==> config.mk <==
export PLATFORM = sky130hd
export DESIGN_NAME = axis_gearbox
export DESIGN_NICKNAME = d
export VERILOG_FILES = /design/src/rtl/axis_gearbox.sv
export SDC_FILE = /design/constraint.sdc
export NUM_CORES = 1
export LEC_CHECK = 0
export CAP_MARGIN = 25
export CORE_MARGIN = 5
export CORE_UTILIZATION = 30
export DETAILED_ROUTE_END_ITERATION = 10
export SLEW_MARGIN = 20
export SYNTH_ARGS = -nofsm -noshare
export SYNTH_HDL_FRONTEND = slang
export SYNTH_SLANG_ARGS = --single-unit
==> constraint.sdc <==
create_clock -name clk -period 8.2 [get_ports clk]
set_input_delay 0.82 -clock clk [delete_from_list [all_inputs] [get_ports clk]]
set_output_delay 0.82 -clock clk [all_outputs]
set_load 0.1 [all_outputs]
Fig. 1: run 1, cells coloured by class
(2 px per um)
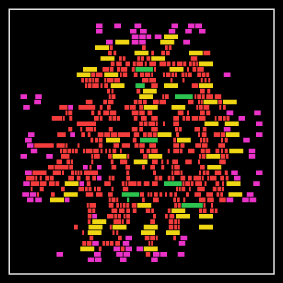
flip-flops: marked yellow, cells 53. other buffers and delay cells: marked magenta, cells 81. clock drivers and dummy loads: marked green, cells 8. all other logic: marked red, cells 446.
core box area: 14500 sq um
cell area after layout: 5190 sq um
row count: 44
post-layout util: 35.7%

Fig. 2: run 1, placed standard cells
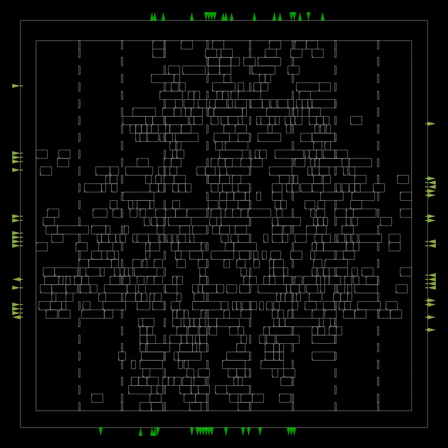
TAP cells: 184
flop count: 53

Fig. 3: run 1, metal 3
(3 px per um)
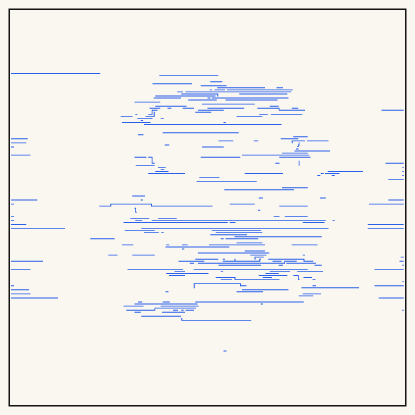
The layer holds 9.9% of the routed length. 120 nets have wire on it. The longest straight run is 62.1 um. The wires run mostly horizontal.
DR vias: 4927
Detailed Route WL: 18.5 mm
met3 GRT Util: 4.24%

Fig. 4: run 1, sequential cells coloured by netlist name
(4 px per um)
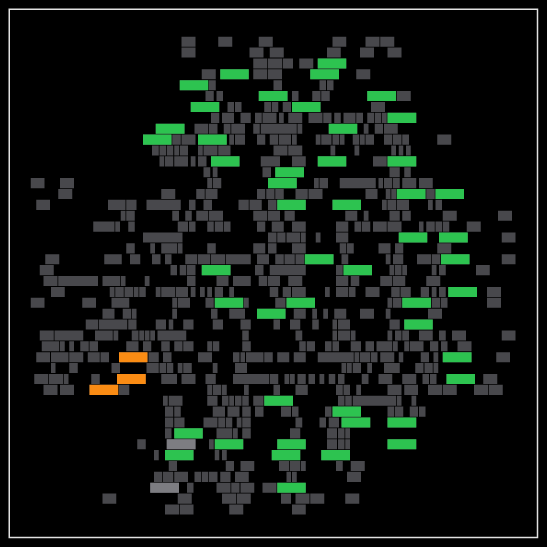
cnt_q: marked orange, sequential cells 3. buf_q: marked green, sequential cells 48.
Another 2 sequential cells are not coloured.
Seq area share: 20.4%
Seq. cell area: 1060 sq um
Power Sequential: 384 uW

==> flow_summary.toml, run 1 <==
# flow metrics
[grt]
grt_overflow = 0
grt_pass1_wl_mm = 28.2
antenna_found_initial = 0
grt_pass1_vias = 4817
grt_usage_pct = 20.3
grt_max_degree = 60

[synth]
ys_sh_xor_pct = 0.592
yosys.cell_types.count = 66
simple_gate_share_pct = 24.0
yosysSeqAreaShare_pct = 23.9
adder_share_pct = 3.32
synthCells = 572
ys_warn_count = 0
synthArstFlopShare_pct = 0
mux_area_share_pct = 8.42
ys_sh_aoi_pct = 28.9
avgSynthCellArea_sq_um = 7.77
floorplan.nets = 615
syn_area_sq_um = 4440
yosys_area_sq_um = 4440
yosys_cells = 572
ys_ff = 53
ff_type = "dfxtp_1"
edf_count = 0
topCombFamilyByArea = "AND-OR/OR-AND gates"

[placed_design]
dp.final_hpwl_mm = 12.7
place.gp.congestion = 0.943
place.port_buffers = 72

[pwr]
p_int_uw = 703
pwr-share-comb_pct = 56.6
p_sw_share_pct = 52.4
net-switching-power_uw = 773
ir_worst_vdd_mv = 0.112
seqPwrFrac_pct = 26.0
leakage_uw = 0.00175
p_per_area_nw_per_um2 = 284
p_clk_share_pct = 17.4

[setup_path]
crit_required_ns = 8.43
start_kind = "input port"
crit_fanout = 29
max_stage_delay_ns = 0.88
regToRegSetupSlack_ns = 3.10
crit_arrival_ns = 6.02
crit_path_top_delay_cell = "clkdlybuf4s50_1"
reg2reg_depth = 10
path_cells = "clkdlybuf4s50_1 -> and4b_1 -> inv_2 -> fa_1 -> buf_4 -> ha_1 -> nand4_1 -> nor3_2 -> or4_1 -> o21ai_0 -> a31oi_1"
path_class = "in -> reg"
crit_path_end_kind = "flop"

[run_status]
status = "completed"

[cells_and_area]
fillCellCount = 1563
area_growth_pct = 17.0
lay_top_count = "clkdlybuf4s50_1"
largest_register_ffs = 48
num_antenna_cells = 0
lay_top_cells = "clkdlybuf4s50_1 (72), nand2_1 (63), dfxtp_1 (53), mux2i_1 (34)"
nets = 630
drive_gt1_share_pct = 6.46

[hold_path]
hold_path_depth = 2
hp-class = "reg -> reg"

[run]
warning_count = 28
drv_cap = 0

[drt]
vias_per_cell = 6.38
drt_iter0_drc = 793
dr.pass1.iters = 6
ant_nets = 0
drc = 0
route.detailed.wl_per_inst_um = 24.0

[sta]
worstMarginPinSlew_ns = 1.05
whs_ns = 0.460
period_minus_slack_ns = 5.78
max_freq_ghz = 0.173
fin_tns_setup_ns = 0
post-route-period-util_pct = 70.5
setup_viol = 0
max_slew_margin_pct = 29.5
finClkSkew_ns = 0.00517
rsz0062_at_grt = "no"
hold_violations = 0
maxSlewViolCount = 0

[clock_network]
cts-root-buf = "clkbuf_16"
cts_sinks = 53
clk_pin_slew_ns = 0.08
htree_levels = 2
cts_buffer_depth = 2
cts_tree = "built"
hold_buffers = 0
postCtsSetupBuffers = 0
cts_buffers = 5
clk_latency_ns = 0.30
post_cts_resized = 0

[floorplan]
die_x_um = 132
dieArea_sq_um = 17300
die_h_um = 132
floorplan.core_util_pct = 30.6
ios = 73
run 1: per-stage QoR:
stage	util [%]	total power, uW	instances	setup WS (ns)	instance area [sq um]
global route	35.7	1530	772	2.22	5190
global placement	34.6	1200	764	2.33	5020
CTS	35.7	1470	772	2.58	5190
detailed placement	34.6	1210	764	2.27	5020
floorplan	-	1030	572	4.05	4440
finish	35.7	1480	772	2.42	5190
run 1: kinds of logic (layout without fill, tap and decap cells):
kind of cell	count (synthesis)	count (layout)
AND-OR/OR-AND	184	184
XOR/XNOR	3	3
adder cells (fa/ha/maj)	10	10
buffers and inverters	84	100
flip-flops	53	53
multiplexers	37	37
other	1	1
AND/OR/NAND/NOR	200	200
run 1: layer usage:
| metal | part of all wire, % | vias to the layer above | track usage (%) |
|---|---|---|---|
| met4 | 4.7 | 0 | 10.2 |
| met5 | 0 | - | 0 |
| met3 | 9.9 | 72 | 4.24 |
| met1 | 41 | 2332 | 26.8 |
| li1 | - | 2172 | - |
| met2 | 45 | 351 | 31.3 |
run 1: area by class of cell:
cell class	instances	area (sq um)	area share (%)
multi-input combinational	435	2900	55.9
clock buffer	7	143	2.75
sequential	53	1060	20.4
tap	184	230	4.43
clock inverter	1	30.0	0.578
timing repair buffer	81	788	15.2
inverter	11	41.3	0.795
run 1: cells in the mapped netlist, types with 11 or more instances:
cell type	n	share of area (%)
a211o_1	12	2.4
a21oi_1	29	3.3
a222oi_1	12	2.7
a31oi_1	23	3.2
and3_1	11	1.5
buf_4	35	5.9
clkbuf_1	24	2.0
dfxtp_1	53	24
mux2i_1	34	7.7
nand2_1	63	5.3
nand3_1	25	2.8
nor2_1	29	2.5
o211ai_1	13	2.2
o21ai_0	25	2.8
o221ai_1	14	2.8
o22ai_1	22	3.1
run 1: power by group through the flow:
stage | Combinational, uW | Clock (uW) | Sequential [uW]
floorplan | 668 | 0 | 362
detailed placement | 824 | 0 | 387
CTS | 827 | 259 | 381
finish | 835 | 257 | 384
global placement | 819 | 0 | 386
global route | 877 | 267 | 391
run 1: worst max-delay path: cells and delay by family:
kind	cells	cell delay, ns
adders and majority gates	2	0.85
buffers and inverters	3	1.54
AOI/OAI and AO/OA	2	0.32
and+or+nand+nor	4	2.44
==> run 1 -> run 2 <==
==> constraint.sdc (replaced) <==
create_clock -name clk -period 4.89 [get_ports clk]
set_input_delay 0.489 -clock clk [delete_from_list [all_inputs] [get_ports clk]]
set_output_delay 0.489 -clock clk [all_outputs]
set_load 0.1 [all_outputs]
Fig. 5: run 2, metal layers overlaid
(3 px per um) Only two layers are drawn.
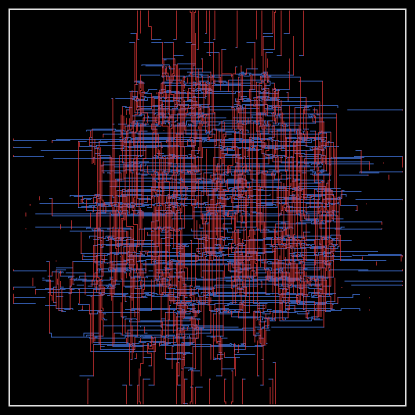
met1: marked blue, wire length 7350 um. met2: marked red, wire length 8100 um.
gr usage total: 20.2%
Routed wire per std cell: 23.5 um
DR vias: 4940
Detailed Route WL: 18.2 mm

Fig. 6: run 2, sequential cells coloured by netlist name
(4 px per um)
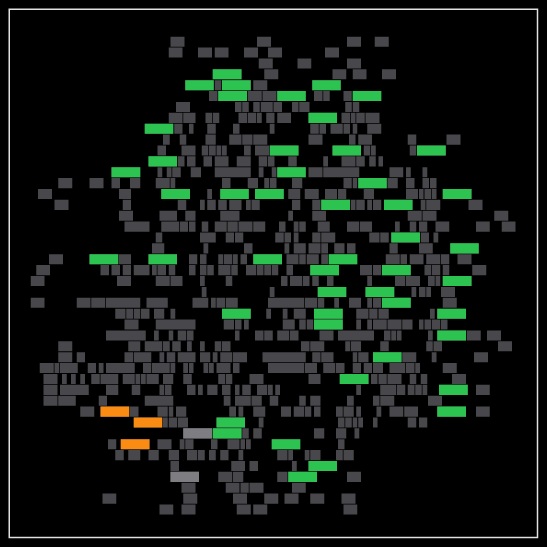
buf_q: marked green, sequential cells 48. cnt_q: marked orange, sequential cells 3.
Another 2 sequential cells are not coloured.
post-layout util: 36.0%
Seq area share: 20.3%
Power Sequential: 651 uW

==> run 2 against run 1 <==
- clock skew grew 0.00056 ns
- total power grew 69%
- critical path depth is the same
- sequential share of layout area shrank 0.15 points
- sequential power grew about 70%
- clock-buffer cell count is the same
- wire length shrank 1.4%
- hold slack gained 0.0032 ns
- die size is the same
- clock power grew about 70%
- largest cell class unchanged
==> flow_summary.toml, run 2 <==
# flow metrics
[run_status]
status = "completed"

[cells_and_area]
largest_register_ffs = 48
drive_gt1_share_pct = 7.25
lay_top_cells = "clkdlybuf4s50_1 (72), nand2_1 (63), dfxtp_1 (53), mux2i_1 (34)"
nets = 635
fillCellCount = 1564
area_growth_pct = 17.8
logic_area_sq_um = 2900
seqCellArea_sq_um = 1060
num_antenna_cells = 0
lay_top_count = "clkdlybuf4s50_1"

[grt]
grt_pass1_wl_mm = 28.4
grt_busiest_layer = "met2"
use_met3_pct = 4.17
grt_max_degree = 35
grt.met1_usage_pct = 26.5
grt_pass1_vias = 4919
gr-usage-met2_pct = 31.3
antenna_found_initial = 0
grt_overflow = 0

[sta]
max_slew_margin_pct = 28.0
post-route-period-util_pct = 84.0
rsz0062_at_grt = "no"
maxSlewViolCount = 0
period_minus_slack_ns = 4.11
finalWorstSetupSlack_ns = 0.784
setup_viol = 0
max_freq_ghz = 0.244
finClkSkew_ns = 0.00573
worstMarginPinSlew_ns = 1.08
whs_ns = 0.463
fin_tns_setup_ns = 0
hold_violations = 0

[clock_network]
cts_buffer_depth = 2
hold_buffers = 0
clk_latency_ns = 0.30
cts-root-buf = "clkbuf_16"
post_cts_resized = 0
postCtsSetupBuffers = 0
cts_buffers = 5
cts_tree = "built"
clk_pin_slew_ns = 0.08
cts_sinks = 53
htree_levels = 2

[drt]
dr.pass1.iters = 6
ant_nets = 0
drc = 0
drt_iter0_drc = 758
vias_per_cell = 6.36

[floorplan]
die_h_um = 132
dieArea_sq_um = 17300
ios = 73
die_x_um = 132
rows = 44
core_area_sq_um = 14500
floorplan.core_util_pct = 30.6

[synth]
synthTopCellsByCount = "nand2_1 (63), dfxtp_1 (53), buf_4 (35), mux2i_1 (34)"
synthArstFlopShare_pct = 0
topCellsByArea = "dfxtp_1 (24%), mux2i_1 (7.7%), buf_4 (5.9%)"
syn_area_sq_um = 4440
floorplan.nets = 615
yosys.cell_types.count = 66
avgSynthCellArea_sq_um = 7.77
yosysSeqAreaShare_pct = 23.9
synthCells = 572
top_area_cell = "dfxtp_1"
ys_warn_count = 0
yosys_area_sq_um = 4440
ys_ff = 53
yosys_cells = 572
synthDominantCellAreaShare_pct = 23.9
edf_count = 0
top_cell = "nand2_1"
ff_type = "dfxtp_1"

[setup_path]
crit_arrival_ns = 4.31
reg2reg_depth = 11
path_class = "reg -> reg"
crit_path_end_kind = "flop"
crit_fanout = 15
start_kind = "flop"
regToRegSetupSlack_ns = 0.78
crit_required_ns = 5.09

[pwr]
p_per_area_nw_per_um2 = 475
leakage_uw = 0.00178
p_clk_share_pct = 17.6
pwr-share-comb_pct = 56.2
net-switching-power_uw = 1300
p_int_uw = 1190
p_sw_share_pct = 52.3
ir_worst_vdd_mv = 0.164
total_power_uw = 2490
seqPwrFrac_pct = 26.2

[placed_design]
dp.final_hpwl_mm = 12.7
pre_cts_ws_ns = 0.720
place.port_buffers = 72
place.gp.congestion = 0.953

[hold_path]
hp-class = "reg -> reg"
hold_path_depth = 2

[run]
drv_cap = 0
warning_count = 28
## run 2: power by group through the flow
| stage | sequential, uW | combinational, uW | clock (uW) |
|---|---|---|---|
| 3_3_place_gp | 656 | 1360 | 0 |
| 4_1_cts | 647 | 1380 | 436 |
| 2_1_floorplan | 607 | 1120 | 0 |
| 5_1_grt | 663 | 1470 | 449 |
| 6_report | 651 | 1400 | 437 |
| 3_5_place_dp | 656 | 1380 | 0 |
## run 2: final cells by class
type	instances	share of cell area [%]
Timing Repair Buffer	86	15.8
Multi-Input combinational cell	435	55.5
Sequential cell	53	20.3
Inverter	11	0.789
Tap cell	184	4.40
Clock buffer	7	2.73
Clock inverter	1	0.574
## run 2: worst max-delay path, cell delays in order (launching register included)
cell and delay [ns]:
dfxtp_1 0.73, and4b_1 0.34, inv_2 0.06, fa_1 0.44, xnor2_1 0.33, inv_1 0.11
ha_1 0.41, a2111oi_4 0.81, mux2i_1 0.28, nor4_1 0.07, a211o_1 0.27, and3_1 0.16
## run 2: per-layer routing
layer  vias up  part of all wire [%]
met5         -                     0
met4         0                   4.9
met3        66                    10
met2       320                    44
met1      2375                    40
li1       2179                     -
## run 2: metrics by stage
| step | instances | instance area, sq um |
|---|---|---|
| floorplan | 572 | 4440 |
| global placement | 768 | 5050 |
| detailed placement | 768 | 5050 |
| CTS | 776 | 5230 |
| global route | 777 | 5230 |
| finish | 777 | 5230 |
## run 2: cell families (layout without fill, tap and decap cells)
| logic type | count (synthesis) | after routing | share of synthesized area, % |
|---|---|---|---|
| buffers and inverters | 84 | 105 | 10.8 |
| flip-flops | 53 | 53 | 23.9 |
| AND-OR/OR-AND | 184 | 184 | 28.9 |
| AND/OR/NAND/NOR | 200 | 200 | 24.0 |
| other | 1 | 1 | 0.0844 |
| adder cells (fa/ha/maj) | 10 | 10 | 3.32 |
| XOR/XNOR | 3 | 3 | 0.592 |
| multiplexers | 37 | 37 | 8.42 |
No activity file was given, so power comes from the tool's default toggle rates.
